### Placed standard cells

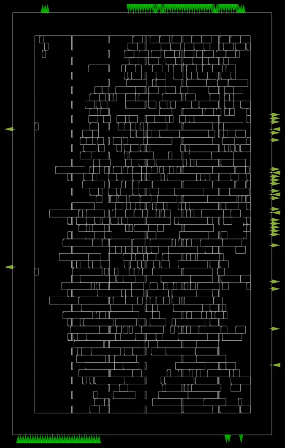
### Routed metal, one colour a layer

Drawn at 4 px/µm. Two of the layers only.
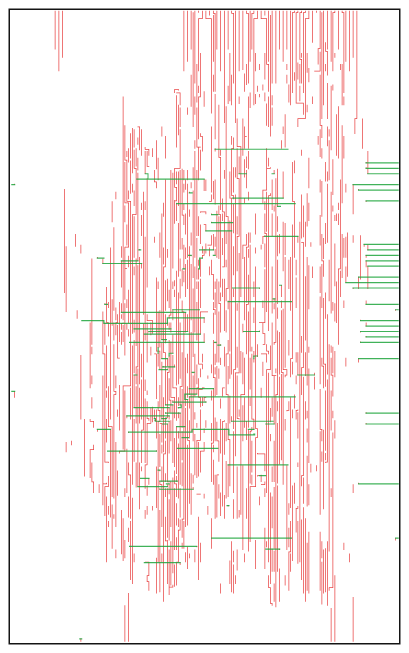
==> config.mk <==
export PLATFORM = sky130hd
export DESIGN_NAME = rram_adc_accumulator
export DESIGN_NICKNAME = d
export VERILOG_FILES = /design/src/rtl/rram_adc_accumulator.sv
export SDC_FILE = /design/constraint.sdc
export NUM_CORES = 1
export LEC_CHECK = 0
export CAP_MARGIN = 5
export CORE_ASPECT_RATIO = 1.75
export CORE_MARGIN = 8
export CORE_UTILIZATION = 43
export DETAILED_ROUTE_END_ITERATION = 8
export PLACE_DENSITY = 0.71
export REMOVE_ABC_BUFFERS = 1
export SYNTH_ARGS = -nofsm -noshare
export SYNTH_HDL_FRONTEND = slang
export SYNTH_SLANG_ARGS = --single-unit
==> constraint.sdc <==
create_clock -name clk -period 8.2 [get_ports clk]
set_input_delay 1.23 -clock clk [delete_from_list [all_inputs] [get_ports clk]]
set_output_delay 1.23 -clock clk [all_outputs]
set_load 0.005 [all_outputs]
==> flow_metrics.py <==
# Physical implementation metrics
metrics = {
    "yosys": {
        "ys_chip_area_um2": 4970,
        "syn_area_um2": 4970,
        "ys_cells": 473,
        "synth_cell_types": 67,
        "synth_cells": 473,
        "ys.flop_type": "edfxtp_1",
        "syn_area_per_cell_um2": 10.5,
        "top_area_share_pct": 31.4,
        "synth_async_sr_flop_share_pct": 0,
        "seq_area_frac_synth_pct": 38.7,
        "synth.area.top_cells": "edfxtp_1 (31%), mux4_2 (11%), dfxtp_1 (7.2%)",
        "ys_ff": 70,
    },
    "floorplan": {
        "design.portCount": 116,
        "die-area_um2": 15400,
        "die_h_um": 158,
    },
    "clocking": {
        "insertion_delay_ps": 340,
        "clock_path_buffers": 2,
        "clock_sinks": 70,
        "cts_tree": "built",
        "cts_resized": 0,
        "cts_max_level": 3,
        "cts-root-buf": "clkbuf_16",
        "ctsHoldBuffers": 0,
        "cts.clk_slew.worst_paths_ps": 60,
        "numCtsBuffers": 9,
    },
    "global_routing": {
        "grt_use_met2_pct": 35.3,
        "grt_busiest_layer": "met2",
        "grt-ovfl-total": 0,
        "grt_pass1_wl_mm": 22.0,
        "use_met3_pct": 4.94,
        "grt_pass1_vias": 4075,
    },
    "power_and_ir_drop": {
        "swShare_pct": 25.3,
        "power.group.top": "the clock network",
        "intPower_mw": 0.735,
        "seqPwrFrac_pct": 41.8,
        "power_frac_clock_pct": 42.7,
        "ir_drop_mv": 0.127,
        "power_leakage_nw": 2.13,
        "share_comb_of_total_power_pct": 15.5,
        "p_switching_mw": 0.249,
        "pg_comb_mw": 0.153,
    },
    "timing": {
        "finalSetupViolations": 0,
        "finClkSkew_ps": 7.53,
        "fmax_ghz": 0.168,
        "tightest_slew_ps": 1170,
        "relSlewSlack_pct": 21.8,
        "min_period_ps": 5960,
        "slew_violations": 0,
    },
    "detailed_routing": {
        "viasPerCell": 5.87,
        "detail_route.wl_per_cell_um": 22.1,
        "drtIter0Drc": 240,
        "first_pass_iters": 5,
        "wl_met1_mm": 4.62,
        "top_layer_used": "met4",
        "wl_met3_um": 744,
    },
    "cells_and_area": {
        "layout.nets": 613,
        "mostFrequentLayoutCells": "nor2_1 (74), clkdlybuf4s50_1 (60), edfxtp_1 (52)",
        "diodes": 0,
        "area_growth_syn_to_layout_pct": 17.7,
        "drive_gt1_share_pct": 12.4,
        "layout_top_cell": "nor2_1",
    },
    "worst_setup_path": {
        "required_ps": 8470,
        "end_kind": "flop",
        "r2r_cells": 10,
        "start_kind": "input pin",
        "crit_arrival_ps": 6240,
        "worstPathMaxFanout": 20,
        "worstSetupPathType": "input pin to flop",
    },
    "run": {
        "maxCapViolCount": 0,
    },
    "placement": {
        "place_congestion": 1.03,
        "dp_hpwl_mm": 11.2,
        "io_buffers": 60,
    },
    "outcome": {
        "status": "complete, no violations",
    },
}
## Picture notes: 'Placed standard cells'
Core Area: 11500 µm²
non-filler instance count after layout: 660
# rows: 52
flop share of the area: 32.8%
Fill cells: 1022

## Picture notes: 'Routed metal, one colour a layer'
- metal 2: red (wire length 8130 µm)
- metal 3: green (wire length 744 µm)
GRT Total Usage: 18.7%
via count: 3876
Routed WL: 14.6 mm

## critical path: stages
cell,delay (ps)
clkdlybuf4s50_1,1170
mux4_2,620
ha_1,340
nand4_1,200
a221oi_2,910
nand4bb_4,350
mux2_2,390
nor3b_4,250
o221ai_2,150
nor4_2,430
a32o_2,180
## cells by family after synthesis
logic type               count (synthesis)  share of synthesized area, %
flip-flops                              70                          38.7
buffers and inverters                   67                          7.83
AND/OR/NAND/NOR                        201                          22.5
XOR/XNOR                                30                          5.44
multiplexers                            38                          14.2
AND-OR/OR-AND                           53                          7.83
other                                    1                        0.0754
adder cells (fa/ha/maj)                 13                          3.42
## layout make-up
cell class | instances | area (µm²)
multi-input combinational | 359 | 2750
clock inverter | 7 | 97.6
sequential | 70 | 1920
tap | 135 | 169
inverter | 16 | 60.1
timing repair buffer | 64 | 631
clock buffer | 9 | 225
fill | 1022 | 5600
## synth_stat cells (all sizes together) (4+ instances only)
cell / n
dfxtp: 18
nand3: 8
nor2: 75
a211oi: 5
mux2i: 12
nand2b: 11
nor3: 14
nor4: 11
inv: 16
nor2b: 11
nand4: 13
ha: 12
xnor2: 21
mux4: 24
buf: 37
clkbuf: 14
or4: 4
xor2: 9
a21oi: 14
and2: 4
nor4b: 4
nor3b: 5
nand2: 26
edfxtp: 52
o21ai: 9
## per-stage QoR
step	power, mW	cell area, µm²	util (%)	setup WS, ps	hold slack [ps]
finish	0.984	5850	51.1	2240	513
CTS	0.986	5850	51.1	2250	517
global placement	0.564	5530	48.3	2010	497
detailed placement	0.569	5530	48.3	1910	509
global route	1.02	5850	51.1	1880	544
floorplan	0.502	4730	-	3600	478
Power figures rest on the tool's default switching activity, not on a simulated workload.
